**config.mk**
```make
export PLATFORM = sky130hd
export DESIGN_NAME = mod16_tx
export DESIGN_NICKNAME = d
export VERILOG_FILES = /design/src/rtl/mod16_tx.sv
export SDC_FILE = /design/constraint.sdc
export NUM_CORES = 1
export LEC_CHECK = 0
export CAP_MARGIN = 20
export CORE_AREA = 2 2 58 60
export DETAILED_ROUTE_END_ITERATION = 6
export DIE_AREA = 0 0 60 62
export DONT_BUFFER_PORTS = 1
export PLACE_DENSITY = 0.78
export REMOVE_ABC_BUFFERS = 1
export SLEW_MARGIN = 20
export SYNTH_ARGS = -nofsm -noshare
export SYNTH_HDL_FRONTEND = slang
export SYNTH_SLANG_ARGS = --single-unit
```
**constraint.sdc**
```tcl
create_clock -name i_clk -period 1.9 [get_ports i_clk]
set_input_delay 0.38 -clock i_clk [delete_from_list [all_inputs] [get_ports i_clk]]
set_output_delay 0.38 -clock i_clk [all_outputs]
set_load 0.02 [all_outputs]
```
**src/rtl/mod16_tx.sv**
```systemverilog
// -----------------------------------------------------------------------------
// mod16_tx: 16-QAM modulator. This is the transmit-side counterpart of demod16.
//
// It accepts a byte stream and splits each byte into two 4-bit symbols, sending
// the high nibble first. Each symbol is mapped to Gray-coded signed I/Q levels.
// Bits b3b2 drive I and bits b1b0 drive Q, with this mapping:
//   00 -> -3*AMP, 01 -> -AMP, 11 -> +AMP, 10 -> +3*AMP.
// The block also counts the symbols handshaken in the current or last packet.
//
// Handshakes: a byte moves when o_tready && i_tdata_valid at a rising edge. A
// symbol moves when o_sym_valid && i_sym_ready at a rising edge. While
// o_sym_valid is high and i_sym_ready is low, the symbol outputs hold steady.
//
// Ports
//   i_clk                     clock, rising edge
//   i_rst                     synchronous reset, active-low
//   i_tdata / i_tdata_valid / i_tdata_last   input byte stream
//   o_tready                  byte can be accepted this cycle
//   o_sym_i / o_sym_q         signed I/Q levels (WIDTH bits)
//   o_sym_valid / o_sym_last  symbol qualifiers
//   i_sym_ready               downstream accepts the symbol
//   o_packet_size_in_symbols  symbols transferred in the current/last packet
//   o_busy                    a byte is in flight (FSM not empty)
// -----------------------------------------------------------------------------
module mod16_tx #(
    parameter int WIDTH = 8,
    parameter int AMP   = 32,
    parameter int CNT_W = 13
) (
    input  logic                    i_clk,
    input  logic                    i_rst,
    input  logic [7:0]              i_tdata,
    input  logic                    i_tdata_valid,
    input  logic                    i_tdata_last,
    output logic                    o_tready,
    output logic signed [WIDTH-1:0] o_sym_i,
    output logic signed [WIDTH-1:0] o_sym_q,
    output logic                    o_sym_valid,
    output logic                    o_sym_last,
    input  logic                    i_sym_ready,
    output logic [CNT_W-1:0]        o_packet_size_in_symbols,
    output logic                    o_busy
);

    typedef enum logic [1:0] {
        S_EMPTY = 2'd0,
        S_HI    = 2'd1,
        S_LO    = 2'd2
    } state_t;

    localparam logic signed [WIDTH-1:0] LVL1 = WIDTH'(AMP);
    localparam logic signed [WIDTH-1:0] LVL3 = WIDTH'(3 * AMP);

    state_t     state;
    state_t     state_next;
    logic       accept;
    logic       xfer;
    logic [3:0] lo_nib;     // low nibble waiting behind the presented high symbol
    logic       lo_last;    // packet-last flag belonging to lo_nib
    logic       restart;    // previous transfer closed a packet

    // Gray-coded 2-bit level map for one axis.
    function automatic logic signed [WIDTH-1:0] map_axis(input logic [1:0] b);
        logic signed [WIDTH-1:0] v;
        case (b)
            2'b00:   v = -LVL3;
            2'b01:   v = -LVL1;
            2'b11:   v = LVL1;
            default: v = LVL3;
        endcase
        return v;
    endfunction

    // ---------------- state register ----------------
    always_ff @(posedge i_clk) begin
        if (!i_rst) begin
            state <= S_EMPTY;
        end else begin
            state <= state_next;
        end
    end

    // ---------------- next-state logic ----------------
    always_comb begin
        state_next = state;
        case (state)
            S_EMPTY: if (accept) state_next = S_HI;
            S_HI:    if (xfer)   state_next = S_LO;
            S_LO: begin
                // In S_LO an accept can only happen together with a transfer.
                if (xfer) state_next = accept ? S_HI : S_EMPTY;
            end
            default: state_next = S_EMPTY;
        endcase
    end

    // ---------------- output / handshake logic ----------------
    always_comb begin
        o_tready    = i_rst && ((state == S_EMPTY) || (state == S_LO && i_sym_ready));
        o_sym_valid = (state != S_EMPTY);
        o_busy      = (state != S_EMPTY);
        accept      = o_tready && i_tdata_valid;
        xfer        = o_sym_valid && i_sym_ready;
    end

    // ---------------- symbol datapath ----------------
    always_ff @(posedge i_clk) begin
        if (!i_rst) begin
            o_sym_i    <= '0;
            o_sym_q    <= '0;
            o_sym_last <= 1'b0;
            lo_nib     <= '0;
            lo_last    <= 1'b0;
        end else if (accept) begin
            // A new byte always presents its high nibble first.
            o_sym_i    <= map_axis(i_tdata[7:6]);
            o_sym_q    <= map_axis(i_tdata[5:4]);
            o_sym_last <= 1'b0;
            lo_nib     <= i_tdata[3:0];
            lo_last    <= i_tdata_last;
        end else if (state == S_HI && xfer) begin
            o_sym_i    <= map_axis(lo_nib[3:2]);
            o_sym_q    <= map_axis(lo_nib[1:0]);
            o_sym_last <= lo_last;
        end else if (state == S_LO && xfer) begin
            o_sym_last <= 1'b0;
        end
    end

    // ---------------- packet symbol counter ----------------
    always_ff @(posedge i_clk) begin
        if (!i_rst) begin
            o_packet_size_in_symbols <= '0;
            restart                  <= 1'b0;
        end else if (xfer) begin
            if (restart) begin
                o_packet_size_in_symbols <= CNT_W'(1);
            end else if (o_packet_size_in_symbols != {CNT_W{1'b1}}) begin
                o_packet_size_in_symbols <= o_packet_size_in_symbols + CNT_W'(1);
            end
            restart <= o_sym_last;
        end
    end

endmodule

```
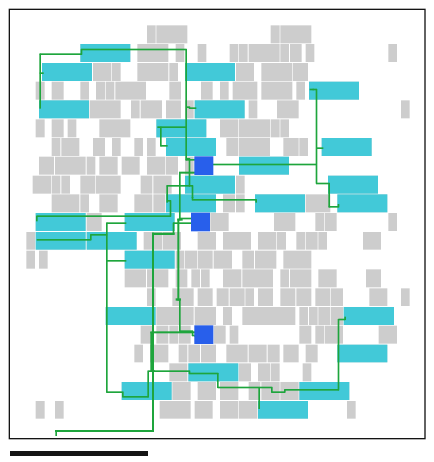
**Above:** routed clock nets over the placement.
Bar = 20 µm.
green -> clock wires  # length 335 µm
cyan -> flip-flops  # count 27
blue -> clock-net drivers  # count 3
flops lie = spread over the die
Clk pwr share: 25.1%
Clock Skew: 0.00741 ns
clock network power: 260 µW
clock latency at the later pin of the worst-skew pair: 0.33 ns

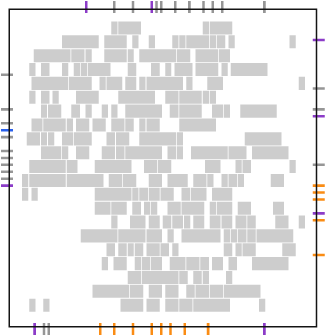
**Above:** pin map.
Pins as bars across the die edge, other pins in gray.
purple -> o_sym_i  # pins 8, direction output, edge 3 east, 2 south, 2 north, 1 west
orange -> o_packet_size_in_symbols  # pins 13, direction output, edge 8 south, 5 east
blue -> i_tdata_last  # pins 1, direction input, edge west
all pins by edge = 12 south, 12 north, 11 west, 11 east

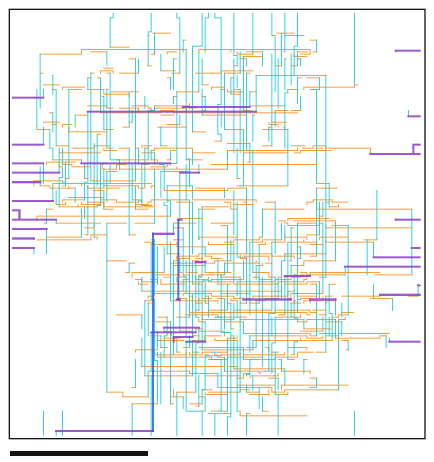
**Above:** wiring by layer.
Bar = 20 µm.
purple -> M3  # wire length 196 µm
blue -> M4  # wire length 40.1 µm
cyan -> M2  # wire length 1590 µm
orange -> M1  # wire length 1470 µm
Vias: 1396
All-Layer GR Usage: 19.3%
mean routed wirelength per cell: 12.9 µm
total routed wirelength: 3300 µm

==> ci_impl_report.md <==
### Flow metrics

| Metric | Value |
|---|---|
| DRC viols | `0` |
| Leakage | `0.000760 µW` |
| Synth Area in Compound Gates | `19.2%` |
| FA/HA/MAJ Cells, Area Fraction | `9.97%` |
| RSZ-0062 raised after global routing | `no` |
| R2r endpoint | `o_packet_size_in_symbols[7]$_SDFFE_PN0P_` |
| Synth Instances | `199` |
| # setup viols final | `0` |
| Mapped cell area | `1630 µm²` |
| Longest Clk Path Bufs | `2` |
| Met1 GRT Util | `26.1%` |
| Top flop regs | `o_packet_size_in_symbols (13), lo_nib (4), o_sym_i (3)` |
| CP max stage cell | `dfxtp_1` |
| N_taps | `46` |
| Root buffer cell | `clkbuf_4` |
| Critical Path RT | `2.14 ns` |
| Post-Layout Inst Area | `1750 µm²` |
| Outcome | `complete, no violations` |
| Top power group | `sequential cells` |
| Final min period | `1.66 ns` |
| Antenna Nets Post-Route | `0` |
| Registers | `27` |
| Commonest Layout Cell | `nand2_1` |
| Hold_buf cts | `0` |
| Basic Gates by Area | `26.0%` |
Power is estimated from default activity; no workload was simulated.
